`src/rtl/i2s_rx.sv`:
```
// ---------------------------------------------------------------------------
// i2s_rx - I2S serial receiver with stereo-pair output and ready/valid handoff
//
// The I2S bus (i_bck, i_lrck, i_sdin) is asynchronous to i_clk. It is only
// oversampled and never used as a clock. i_clk must run at least 4x i_bck.
// Each channel period opens with a word-select change. The bit sampled on
// that change is discarded. The next WORD_SIZE bits form the word, MSB
// first. Any further bits in the period are ignored. A left word followed
// by a right word in the next period forms a pair, and the pair is
// presented on the output registers.
//
// Parameters
//   WORD_SIZE  bits per channel word (8..32)
//
// Ports
//   i_clk        system clock
//   i_rst_n      asynchronous active-low reset
//   i_bck        I2S bit clock (sampled)
//   i_lrck       I2S word select, 0 = left, 1 = right (sampled)
//   i_sdin       I2S serial data (sampled)
//   o_l_data     left sample of the presented pair
//   o_r_data     right sample of the presented pair
//   o_valid      presented pair is valid
//   i_ready      consumer accepts the pair when o_valid is high
//   o_overrun    sticky flag: a pair was overwritten before transfer
//   i_ovr_clr    clears o_overrun
//
// Build option
//   I2S_RX_OVERRUN_FLAG_EN  when defined, o_overrun is a sticky flag that is
//                           cleared by i_ovr_clr. When undefined, o_overrun
//                           is tied to 0 and i_ovr_clr is ignored.
//
// Capture FSM
//   state    | meaning
//   ---------+-----------------------------------------------------------
//   ST_SYNC  | no word-select change seen since reset; nothing captured
//   ST_SHIFT | shifting word bits, bit count < WORD_SIZE
//   ST_IDLE  | word complete, ignoring bits until next word-select change
// ---------------------------------------------------------------------------
module i2s_rx #(
    parameter int WORD_SIZE = 24
) (
    input  logic                 i_clk,
    input  logic                 i_rst_n,
    input  logic                 i_bck,
    input  logic                 i_lrck,
    input  logic                 i_sdin,
    output logic [WORD_SIZE-1:0] o_l_data,
    output logic [WORD_SIZE-1:0] o_r_data,
    output logic                 o_valid,
    input  logic                 i_ready,
    output logic                 o_overrun,
    input  logic                 i_ovr_clr
);

    localparam int CNT_W = $clog2(WORD_SIZE + 1);
    localparam logic [CNT_W-1:0] CNT_LAST = CNT_W'(WORD_SIZE - 1);

    typedef enum logic [1:0] {
        ST_SYNC  = 2'd0,
        ST_SHIFT = 2'd1,
        ST_IDLE  = 2'd2
    } state_t;

    // bit0: first flop, bit1: synchronized value, bit2 (bck only): previous
    logic [2:0] bck_sync_q;
    logic [1:0] lrck_sync_q;
    logic [1:0] sdin_sync_q;

    logic bck_s, bck_prev, lrck_s, sdin_s;
    logic strobe;
    logic ws_change;

    state_t state_q, state_d;
    logic   shift_en;
    logic   word_done;

    logic                 have_prev_q;
    logic                 lrck_prev_q;
    logic                 chan_q;
    logic [CNT_W-1:0]     bit_cnt_q;
    logic [WORD_SIZE-2:0] word_q;
    logic [WORD_SIZE-1:0] word_full;
    logic [WORD_SIZE-1:0] l_hold_q;
    logic                 left_ok_q;
    logic                 pair_done;

    logic [WORD_SIZE-1:0] l_data_q, r_data_q;
    logic                 valid_q, valid_d;

    // ------------------------------------------------------------------
    // Input synchronizers
    // ------------------------------------------------------------------
    always_ff @(posedge i_clk or negedge i_rst_n) begin
        if (!i_rst_n) begin
            bck_sync_q  <= '0;
            lrck_sync_q <= '0;
            sdin_sync_q <= '0;
        end else begin
            bck_sync_q  <= {bck_sync_q[1:0], i_bck};
            lrck_sync_q <= {lrck_sync_q[0], i_lrck};
            sdin_sync_q <= {sdin_sync_q[0], i_sdin};
        end
    end

    assign bck_s    = bck_sync_q[1];
    assign bck_prev = bck_sync_q[2];
    assign lrck_s   = lrck_sync_q[1];
    assign sdin_s   = sdin_sync_q[1];
    assign strobe   = bck_s & ~bck_prev;

    // The first strobe after reset has nothing to compare against. It only
    // records lrck, so capture always starts at a real word-select edge.
    assign ws_change = strobe & have_prev_q & (lrck_s != lrck_prev_q);

    // ------------------------------------------------------------------
    // Capture FSM: state register
    // ------------------------------------------------------------------
    always_ff @(posedge i_clk or negedge i_rst_n) begin
        if (!i_rst_n) begin
            state_q <= ST_SYNC;
        end else begin
            state_q <= state_d;
        end
    end

    // ------------------------------------------------------------------
    // Capture FSM: next state
    // ------------------------------------------------------------------
    always_comb begin
        state_d = state_q;
        case (state_q)
            ST_SYNC: begin
                if (ws_change) state_d = ST_SHIFT;
            end
            ST_SHIFT: begin
                if (ws_change) begin
                    state_d = ST_SHIFT;
                end else if (strobe && (bit_cnt_q == CNT_LAST)) begin
                    state_d = ST_IDLE;
                end
            end
            ST_IDLE: begin
                if (ws_change) state_d = ST_SHIFT;
            end
            default: state_d = ST_SYNC;
        endcase
    end

    // ------------------------------------------------------------------
    // Capture FSM: outputs
    // ------------------------------------------------------------------
    always_comb begin
        shift_en  = 1'b0;
        word_done = 1'b0;
        if ((state_q == ST_SHIFT) && strobe && !ws_change) begin
            shift_en  = 1'b1;
            word_done = (bit_cnt_q == CNT_LAST);
        end
    end

    // The word register holds only the bits before the current one. The
    // completed word is assembled together with the bit being sampled now,
    // so the pair can be registered on the cycle right after the strobe.
    assign word_full = {word_q, sdin_s};

    // A pair needs a right word whose immediately preceding left period
    // produced a complete word.
    assign pair_done = word_done & chan_q & left_ok_q;

    // ------------------------------------------------------------------
    // Word capture datapath
    // ------------------------------------------------------------------
    always_ff @(posedge i_clk or negedge i_rst_n) begin
        if (!i_rst_n) begin
            have_prev_q <= 1'b0;
            lrck_prev_q <= 1'b0;
            chan_q      <= 1'b0;
            bit_cnt_q   <= '0;
            word_q      <= '0;
            l_hold_q    <= '0;
            left_ok_q   <= 1'b0;
        end else begin
            if (strobe) begin
                have_prev_q <= 1'b1;
                lrck_prev_q <= lrck_s;
            end

            // Counter stops at WORD_SIZE because shifting ends in ST_IDLE.
            if (ws_change) begin
                chan_q    <= lrck_s;
                bit_cnt_q <= '0;
            end else if (shift_en) begin
                bit_cnt_q <= bit_cnt_q + CNT_W'(1);
            end

            if (shift_en) begin
                word_q <= word_full[WORD_SIZE-2:0];
            end

            if (word_done && !chan_q) begin
                l_hold_q <= word_full;
            end

            // A new left period invalidates any earlier left word. A
            // completed pair consumes it.
            if (ws_change && !lrck_s) begin
                left_ok_q <= 1'b0;
            end else if (word_done && !chan_q) begin
                left_ok_q <= 1'b1;
            end else if (pair_done) begin
                left_ok_q <= 1'b0;
            end
        end
    end

    // ------------------------------------------------------------------
    // Output pair and handshake. The right word goes straight into the
    // output register, so that register also serves as the right holding
    // register.
    // ------------------------------------------------------------------
    assign valid_d = pair_done | (valid_q & ~i_ready);

    always_ff @(posedge i_clk or negedge i_rst_n) begin
        if (!i_rst_n) begin
            l_data_q <= '0;
            r_data_q <= '0;
            valid_q  <= 1'b0;
        end else begin
            valid_q <= valid_d;
            if (pair_done) begin
                l_data_q <= l_hold_q;
                r_data_q <= word_full;
            end
        end
    end

    assign o_l_data = l_data_q;
    assign o_r_data = r_data_q;
    assign o_valid  = valid_q;

`ifdef I2S_RX_OVERRUN_FLAG_EN
    logic overrun_q, overrun_d;
    logic overrun_evt;

    // When a set and a clear happen in the same cycle, the set wins.
    assign overrun_evt = pair_done & valid_q & ~i_ready;
    assign overrun_d   = overrun_evt | (overrun_q & ~i_ovr_clr);

    always_ff @(posedge i_clk or negedge i_rst_n) begin
        if (!i_rst_n) begin
            overrun_q <= 1'b0;
        end else begin
            overrun_q <= overrun_d;
        end
    end

    assign o_overrun = overrun_q;
`else
    logic ovr_clr_unused;

    assign ovr_clr_unused = i_ovr_clr;
    assign o_overrun      = 1'b0;
`endif

endmodule

```
`config.mk`:
```
export PLATFORM = sky130hd
export DESIGN_NAME = i2s_rx
export DESIGN_NICKNAME = d
export VERILOG_FILES = /design/src/rtl/i2s_rx.sv
export SDC_FILE = /design/constraint.sdc
export NUM_CORES = 1
export LEC_CHECK = 0
export ABC_CLOCK_PERIOD_IN_PS = 6300
export CORE_AREA = 2 2 116 118
export DETAILED_ROUTE_END_ITERATION = 10
export DIE_AREA = 0 0 118 120
export GPL_TIMING_DRIVEN = 1
export SLEW_MARGIN = 20
export SYNTH_ARGS = -nofsm -noshare
export SYNTH_HDL_FRONTEND = slang
export SYNTH_SLANG_ARGS = --single-unit
```
`constraint.sdc`:
```
create_clock -name i_clk -period 6.3 [get_ports i_clk]
set_clock_uncertainty 0.15 [all_clocks]
set_input_delay 1.26 -clock i_clk [delete_from_list [all_inputs] [get_ports i_clk]]
set_output_delay 1.26 -clock i_clk [all_outputs]
set_load 0.01 [all_outputs]
```
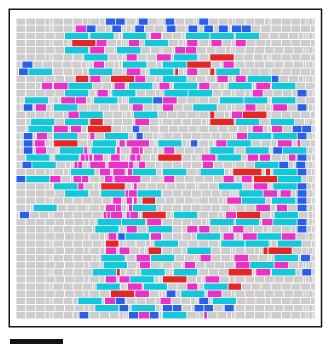
(run_1/class_map.png)
Scale bar: 20 µm. Fill, decap, tap and diode cells in gray.
cyan -> registers  # cells 114, share of their area 52%
magenta -> remaining logic cells  # cells 141, share of their area 28%
red -> clock drivers and dummy loads  # cells 30, share of their area 10%
blue -> remaining buffers and delay cells  # cells 59, share of their area 10%

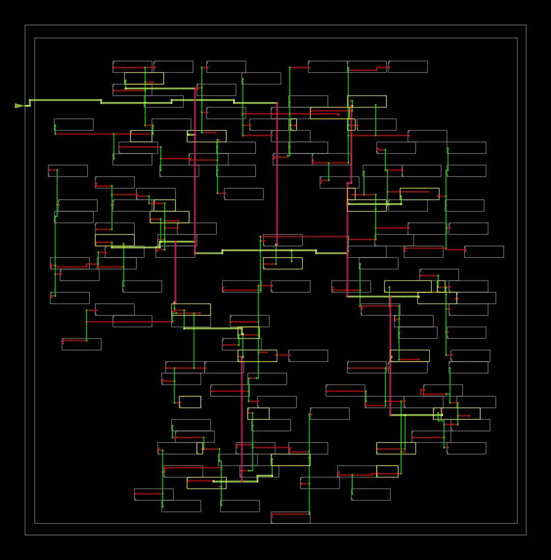
(run_1/clock_nets.png)
latest clock arrival within the worst-skew pair: 0.41 ns
clock buffer count: 25
Sink Count: 114
Seq cells: 114

==> flow_summary.toml, run 1 <==
# generated from flow reports
[logic_synthesis]
avgSynthCellArea_um2 = 16.8
syn_inst = 266
yosys-top-cells-area = "dfrtp_1 64%, mux2_2 17%, mux2_4 9.4%"
synth_top_cell_by_area = "dfrtp_1"
edf_count = 0
ys_warn_count = 0
syn_nets = 274
synth_cell_type_count = 34
synth.yosys.seq_area_share_pct = 63.9
synthTopCellsByCount = "114 x dfrtp_1, 67 x mux2_2, 28 x mux2_4"
synth_stat.cells = 266

[die]
die_h_um = 120
num_io_pins = 57
fp_util_pct = 34.4
coreArea_um2 = 13000

[route]
drt_iter0_markers = 87
wl_per_cell_um = 14.1
ant_nets = 0
avgViaCountPerCell = 4.49

[timing]
finalSetupTns_ns = 0
worst_pin_slew_ns = 1.03
hold_viol = 0
min_period_ns = 2.83
fin_crit_sh_pct = 44.8
max_slew_margin_pct = 30.6
grt_setup_unrepaired = "false"

[worst_setup_path]
worstReg2RegEnd = "l_hold_q[14]$_DFFE_PN0P_"
path_max_fanout = 15
slowest_delay_ns = 0.90
worstSetupEndpointType = "register"
ff2ff_path_depth = 5
slowest_stage = "nor4_4"

[finish]
layout-drive-gt1-share_pct = 41.0
area_growth_pct = 28.8
fin_util_pct = 44.3
final_nets = 341
n_antenna_cell = 0

[global_route]
antenna_found_initial = 0

[flow_run]
drv_cap = 0
log.warning_count = 27

[cts]
postCtsSetupRepairBufs = 0
h-tree-depth = 4
cts_buffer_depth = 2

[hold_path]
min_to = "lrck_sync_q[1]$_DFF_PN0_"
holdPathStages = 0

[placement]
place_congestion = 0.757

[power_and_ir_drop]
leakagePower_nw = 2.69

[status]
outcome = "finished clean"
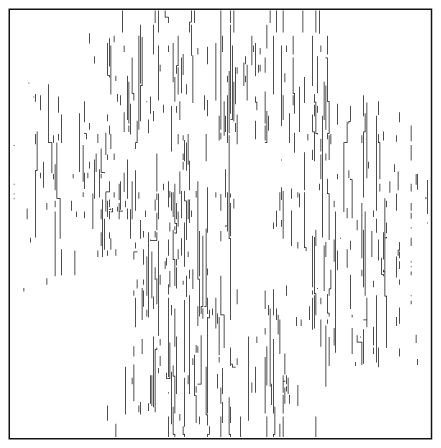
(run_1/m2.png)
wire length on this layer = 3,410 µm
main direction = vertical
nets with wire on the layer = 312
final WL: 7340 µm
via count: 2,335

-- run 1: cell families (layout without fill, tap and decap cells) --
logic type	Yosys count	after routing	share of synthesized area [%]
xor+xnor	5	5	1.15
simple gates	26	26	4.60
fa+ha+maj	1	1	0.280
other cells	1	1	0.0840
mux	96	96	26.5
flops	114	114	63.9
buf+inv	13	91	2.02
compound gates	10	10	1.40
-- run 1: cells in the final DEF, fill, tap and decap left out, types with 3 or more instances in the layout --
cell,instances
clkdlybuf4s50_1,53
buf_4,5
clkinv_2,4
clkbuf_8,6
dfrtp_1,114
mux2_2,67
mux2_4,28
nand2_1,5
o21ai_0,3
xor2_1,3
clkbuf_16,17
a21oi_1,3
nor2_1,7
-- run 1: where the power goes --
part / total (mW) / switching (mW) / internal, mW
sequential: 0.835 / 0.0523 / 0.783
combinational: 0.0915 / 0.0412 / 0.0503
clock: 0.901 / 0.305 / 0.596
-- run 1: registers in the layout, indices dropped and copies added (netlist names), 2 cells and up --
register and cells:
l_hold_q 24, bit_cnt_q 5, bck_sync_q 3, lrck_sync_q 2, o_r_data 24, o_l_data 24, word_q 23, sdin_sync_q 2
state_q 2
-- run 1: worst max-delay path by stage --
stage	from	end	slack (ns)	cells after the start
2_1_floorplan	bck_sync_q[2]$_DFF_PN0_	l_hold_q[0]$_DFFE_PN0P_	4.28	5
3_3_place_gp	bck_sync_q[1]$_DFF_PN0_	l_hold_q[16]$_DFFE_PN0P_	3.43	5
3_5_place_dp	bck_sync_q[1]$_DFF_PN0_	l_hold_q[14]$_DFFE_PN0P_	3.41	5
4_1_cts	bck_sync_q[1]$_DFF_PN0_	l_hold_q[14]$_DFFE_PN0P_	3.40	5
5_1_grt	bit_cnt_q[0]$_DFFE_PN0P_	l_hold_q[15]$_DFFE_PN0P_	3.26	6
6_report	bck_sync_q[1]$_DFF_PN0_	l_hold_q[14]$_DFFE_PN0P_	3.47	5
-- run 1: per-stage QoR --
| stage | worst slack (ns) | instances | total power [mW] | hold WS [ns] |
|---|---|---|---|---|
| 5_1_grt | 3.26 | 520 | 1.91 | 0.206 |
| 3_5_place_dp | 3.41 | 490 | 0.943 | 0.188 |
| 2_1_floorplan | 4.28 | 266 | 0.895 | 0.181 |
| 6_report | 3.47 | 520 | 1.83 | 0.198 |
| 3_3_place_gp | 3.43 | 490 | 0.937 | 0.184 |
| 4_1_cts | 3.40 | 520 | 1.86 | 0.200 |
-- run 1: area by class of cell --
type / instances / share of cell area (%)
Sequential cell: 114 / 49.6
Clock inverter: 5 / 0.871
Inverter: 2 / 0.131
Multi-Input combinational cell: 139 / 26.5
Clock buffer: 25 / 8.97
Tap cell: 176 / 3.83
Timing Repair Buffer: 59 / 10.1
-- run 1: critical path, delay by kind of cell (launching register included) --
kind / cells / cell delay (ns)
and+or+nand+nor: 3 / 1.30
buffers and inverters: 1 / 0.44
DFF: 1 / 0.43
muxes: 1 / 0.37
-- run 1: metal layers --
layer | up-vias | routed length [µm] | GRT usage [%]
met5 | - | 0 | 0
met4 | 0 | 189 | 7.00
met2 | 51 | 3410 | 17.7
met3 | 17 | 320 | 4.61
li1 | 1070 | - | -
met1 | 1197 | 3420 | 14.6
==> run 2: changes to the inputs <==
- ABC_CLOCK_PERIOD_IN_PS: 6300 -> 2630
- clock period: 6.3 -> 2.63 ns (I/O delays scaled with it)
==> flow_summary.toml, run 2 <==
# generated from flow reports
[status]
outcome = "finished clean"

[logic_synthesis]
synth_top_cell_by_area = "dfrtp_1"
synth.yosys.seq_area_share_pct = 63.9
ys_warn_count = 0
avgSynthCellArea_um2 = 16.8
synthTopCellsByCount = "114 x dfrtp_1, 67 x mux2_2, 28 x mux2_4"
syn_inst = 266

[worst_setup_path]
slowest_stage = "dfrtp_1"
critPathBufInv = 1
worstSetupEndpointType = "register"

[finish]
layout_top_cell = "dfrtp_1"
final_cell_mix = "114 x dfrtp_1, 67 x mux2_2, 53 x clkdlybuf4s50_1"
final_nets = 345
layout-drive-gt1-share_pct = 42.3

[cts]
h-tree-depth = 4
cts_buffer_depth = 2
clock-sinks = 114
clock_latency_ns = 0.41

[timing]
whs_ns = 0.193
fin_crit_sh_pct = 83.3
grt_setup_unrepaired = "false"

[placement]
dp_slack_ns = 0.403

[route]
wl_per_cell_um = 14.2
drt_iter0_markers = 99

[flow_run]
log.warning_count = 27
drv_cap = 0

[power_and_ir_drop]
leakagePower_nw = 2.70

[die]
fp_util_pct = 34.4
run 2: power breakdown:
group | internal [mW] | switching, mW
clock network | 1.41 | 0.791
registers | 1.87 | 0.126
logic | 0.125 | 0.104
total | 3.41 | 1.02
run 2: metal layers:
metal,vias up,GRT usage [%],part of all wire (%)
li1,1086,-,-
met1,1231,15.1,48
met2,44,18.0,47
met3,9,3.99,3.8
met4,0,5.72,1.5
met5,-,0,0
run 2: area by class of cell:
class	instances	area share [%]
clock buffers	18	7.55
clock inverters	14	2.41
inverters	2	0.129
multi-input cells	139	26.2
flip-flops and latches	114	49.0
well taps	176	3.79
repair buffers	63	10.9
run 2: what timing repair did:
| action | in CTS | in global routing |
|---|---|---|
| endpoints found under the hold margin | 23 | 0 |
| hold buffers | 1 | 0 |
| resized | 0 | 0 |
run 2: through the flow:
stage          total power, mW  utilization, %  cells  instance area, µm²
3_5_place_dp              2.27            40.3    493                5230
3_3_place_gp              2.25            40.3    493                5230
5_1_grt                   4.62            44.8    526                5820
6_report                  4.43            44.8    526                5820
4_1_cts                   4.49            44.8    526                5820
2_1_floorplan             2.14               -    266                4460
run 2: worst register-to-register path, stage by stage, from the launching register on:
cell      delay [ns]
dfrtp_1         0.44
nand3b_1        0.26
nor2_4          0.13
nor4b_4         0.43
buf_12          0.29
mux2_2          0.38
run 2: kinds of logic (layout without fill, tap and decap cells):
group | Yosys count | in the layout | synth area share, %
DFF | 114 | 114 | 63.9
adders and majority gates | 1 | 1 | 0.280
AOI/OAI and AO/OA | 10 | 10 | 1.40
and+or+nand+nor | 26 | 26 | 4.60
muxes | 96 | 96 | 26.5
other | 1 | 1 | 0.0840
buffers and inverters | 13 | 97 | 2.02
xor gates and xnor gates | 5 | 5 | 1.15
run 2: how the worst min path moves through the flow:
stage | endpoint | cells past startpoint
6_report | lrck_sync_q[1]$_DFF_PN0_ | 0
3_5_place_dp | sdin_sync_q[1]$_DFF_PN0_ | 0
3_3_place_gp | lrck_sync_q[1]$_DFF_PN0_ | 0
2_1_floorplan | bck_sync_q[0]$_DFF_PN0_ | 0
4_1_cts | sdin_sync_q[1]$_DFF_PN0_ | 0
5_1_grt | bck_sync_q[1]$_DFF_PN0_ | 0
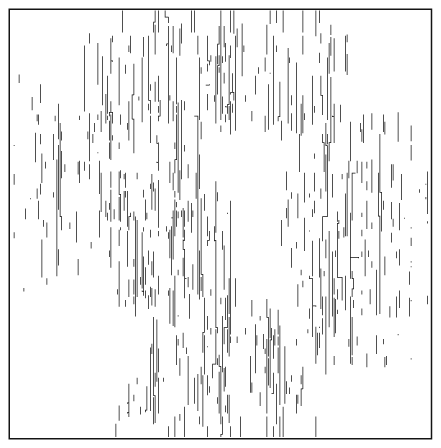
(run_2/m2.png)
wire length on this layer = 3,510 µm
nets with wire on the layer = 328
main direction = vertical
longest straight run = 50.0 µm

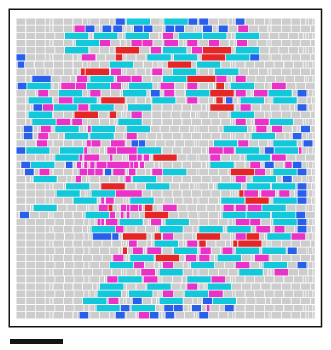
(run_2/class_map.png)
Scale bar: 20 µm. Fill, decap, tap and diode cells in gray.
magenta -> remaining logic cells  # cells 141, share of their area 27%
blue -> remaining buffers and delay cells  # cells 63, share of their area 11%
red -> clock drivers and dummy loads  # cells 32, share of their area 10%
cyan -> registers  # cells 114, share of their area 51%
sequential share of cell area: 49.0%
core area: 13,000 µm²
std cell rows: 42
Util after Layout: 44.8%
design area: 5820 µm²

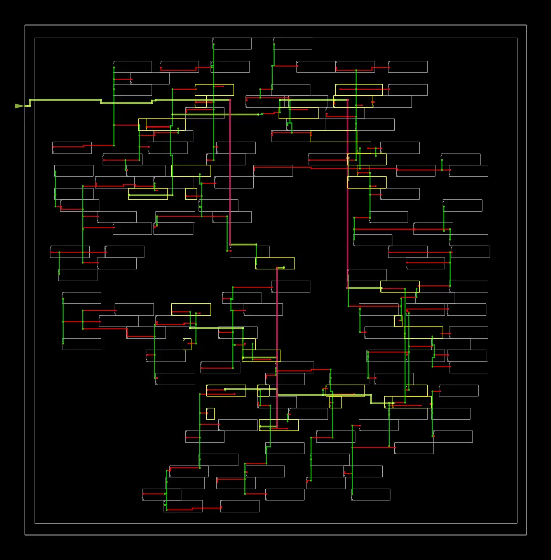
(run_2/clock_nets.png)
clock buffer count: 18
Clock group: 2.20 mW
Num CTS Buffers: 17

==> run 3: changes to the inputs <==
- ABC_CLOCK_PERIOD_IN_PS: 2630 -> 2200
- clock period: 2.63 -> 2.2 ns (I/O delays scaled with it)
==> flow_summary.toml, run 3 <==
# generated from flow reports
[worst_setup_path]
slowest_stage = "dfrtp_1"
worstSetupEndpointType = "register"
crit_family = "simple AND/OR/NAND/NOR gates"
slowest_delay_ns = 0.40

[route]
drt_iter0_markers = 154
vias = 2344
wl_per_cell_um = 14.7
postRouteWirelength_um = 7750

[logic_synthesis]
synthTopCellsByCount = "114 x dfrtp_1, 67 x mux2_2, 28 x mux2_4"
syn_nets = 274
synth.yosys.seq_area_share_pct = 63.9
synth_stat.cells = 266
ys_warn_count = 0
yosys-top-cells-area = "dfrtp_1 64%, mux2_2 17%, mux2_4 9.4%"
edf_count = 0
avgSynthCellArea_um2 = 16.8

[die]
coreArea_um2 = 13000

[timing]
grt_setup_unrepaired = "false"
hold_viol = 0
max_slew_margin_pct = 58.5
fin_crit_sh_pct = 95.5

[power_and_ir_drop]
power_mw = 5.53
leakagePower_nw = 2.75

[cts]
clock-sinks = 114
cts_made_buffers = 17

[global_route]
grt_use_met2_pct = 17.2
gr-usage-met3_pct = 4.75
gr-max-usage-layer = "met2"

[flow_run]
drv_cap = 0

[finish]
final_nets = 347
layout-drive-gt1-share_pct = 42.6
n_antenna_cell = 0
fin_cells = 528

[status]
outcome = "finished clean"

[placement]
place_congestion = 0.747
place_area_um2 = 5240
==> run 3: cell count changes in the layout (fill, tap and decap cells not counted) <==
| cell | previous run | this run |
|---|---|---|
| bufinv_16 | 2 | 3 |
| clkinv_2 | 5 | 4 |
| clkbuf_8 | 1 | 6 |
| clkinv_4 | 2 | 0 |
| buf_8 | 0 | 1 |
| clkbuf_16 | 17 | 18 |
| clkinvlp_4 | 5 | 2 |
==> run 3: metal layers <==
metal | wire, µm | part of all wire, %
met1 | 3690 | 48
met2 | 3610 | 47
met3 | 308 | 4.0
met4 | 142 | 1.8
met5 | 0 | 0
==> run 3: kinds of logic after synthesis <==
kind of cell / share of synthesized area (%)
DFF: 63.9
muxes: 26.5
and+or+nand+nor: 4.60
buffers and inverters: 2.02
AOI/OAI and AO/OA: 1.40
xor gates and xnor gates: 1.15
adders and majority gates: 0.280
other: 0.0840
==> run 3: path summary, 6_finish.rpt <==
check,slack [ns],to,cells past startpoint
worst max-delay path,0.1,l_hold_q[13]$_DFFE_PN0P_,5
worst min-delay path,0.20,lrck_sync_q[1]$_DFF_PN0_,0
worst max register to register,0.1,l_hold_q[13]$_DFFE_PN0P_,5
worst min register to register,0.20,lrck_sync_q[1]$_DFF_PN0_,0
max in group asynchronous,0.93,o_l_data[1]$_DFFE_PN0P_,3
min in group asynchronous,0.48,o_l_data[8]$_DFFE_PN0P_,3
==> run 3: metrics by stage <==
stage / setup WS [ns] / util (%)
floorplan: 0.177 / -
global placement: 0.0557 / 40.4
detailed placement: 0.0428 / 40.4
CTS: 0.0373 / 45.3
global route: 0.0118 / 45.5
finish: 0.0999 / 45.5
==> run 3: area by class of cell <==
cell class | count | area share, %
flip-flops and latches | 114 | 48.3
multi-input cells | 139 | 25.8
repair buffers | 65 | 11.4
clock buffers | 23 | 8.59
well taps | 176 | 3.73
clock inverters | 9 | 2.12
inverters | 2 | 0.127
==> run 3: timing repair <==
| item | 4_1_cts | 5_1_grt |
|---|---|---|
| buffers inserted | 0 | 1 |
| setup endpoints to repair | 0 | 41 |
| hold buffers | 1 | 0 |
| gates resized | 0 | 3 |
| endpoints found under the hold margin | 44 | 0 |
==> run 3: power breakdown <==
group | switching, mW | total, mW | leakage [nW] | internal [mW]
combinational | 0.118 | 0.268 | 0.904 | 0.149
sequential | 0.151 | 2.39 | 1.54 | 2.24
clock | 0.915 | 2.87 | 0.311 | 1.95
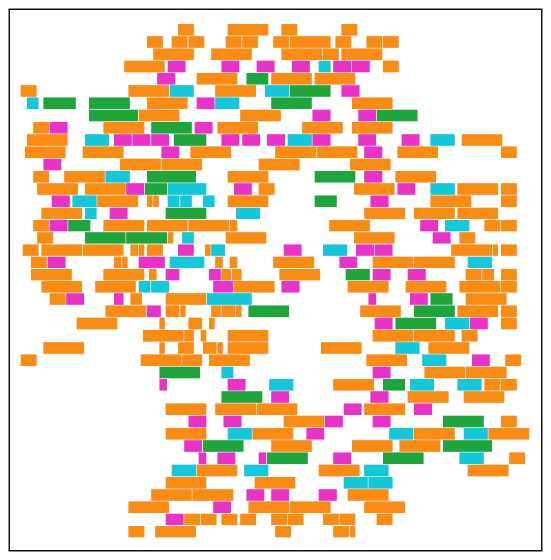
(run_3/sizing.png)
orange -> x1 and smaller  # cells 202
green -> x6 and larger  # cells 30
magenta -> x2  # cells 78
cyan -> x3 and x4  # cells 42
Layout area overhead: 32.4%
post-route setup slack: 0.0999 ns
design area: 5910 µm²

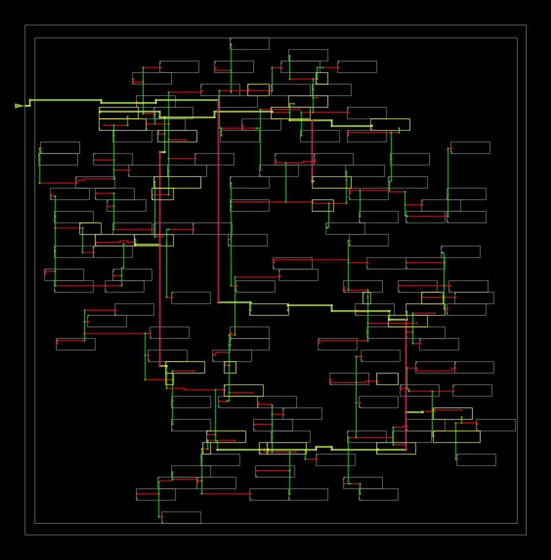
(run_3/clock_nets.png)
Clock group: 2.87 mW
latest clock arrival within the worst-skew pair: 0.42 ns
clock buffer count: 23

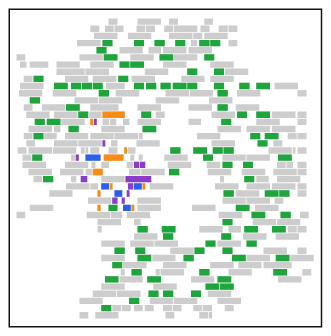
(run_3/gates.png)
blue -> xor and xnor cells  # cells 5, most used xor2_1
green -> mux cells  # cells 96, most used mux2_2, where spread over the die
orange -> nor cells  # cells 10, most used nor2_1
purple -> nand cells  # cells 11, most used nand2_1

Power figures rest on the tool's default switching activity, not on a simulated workload.
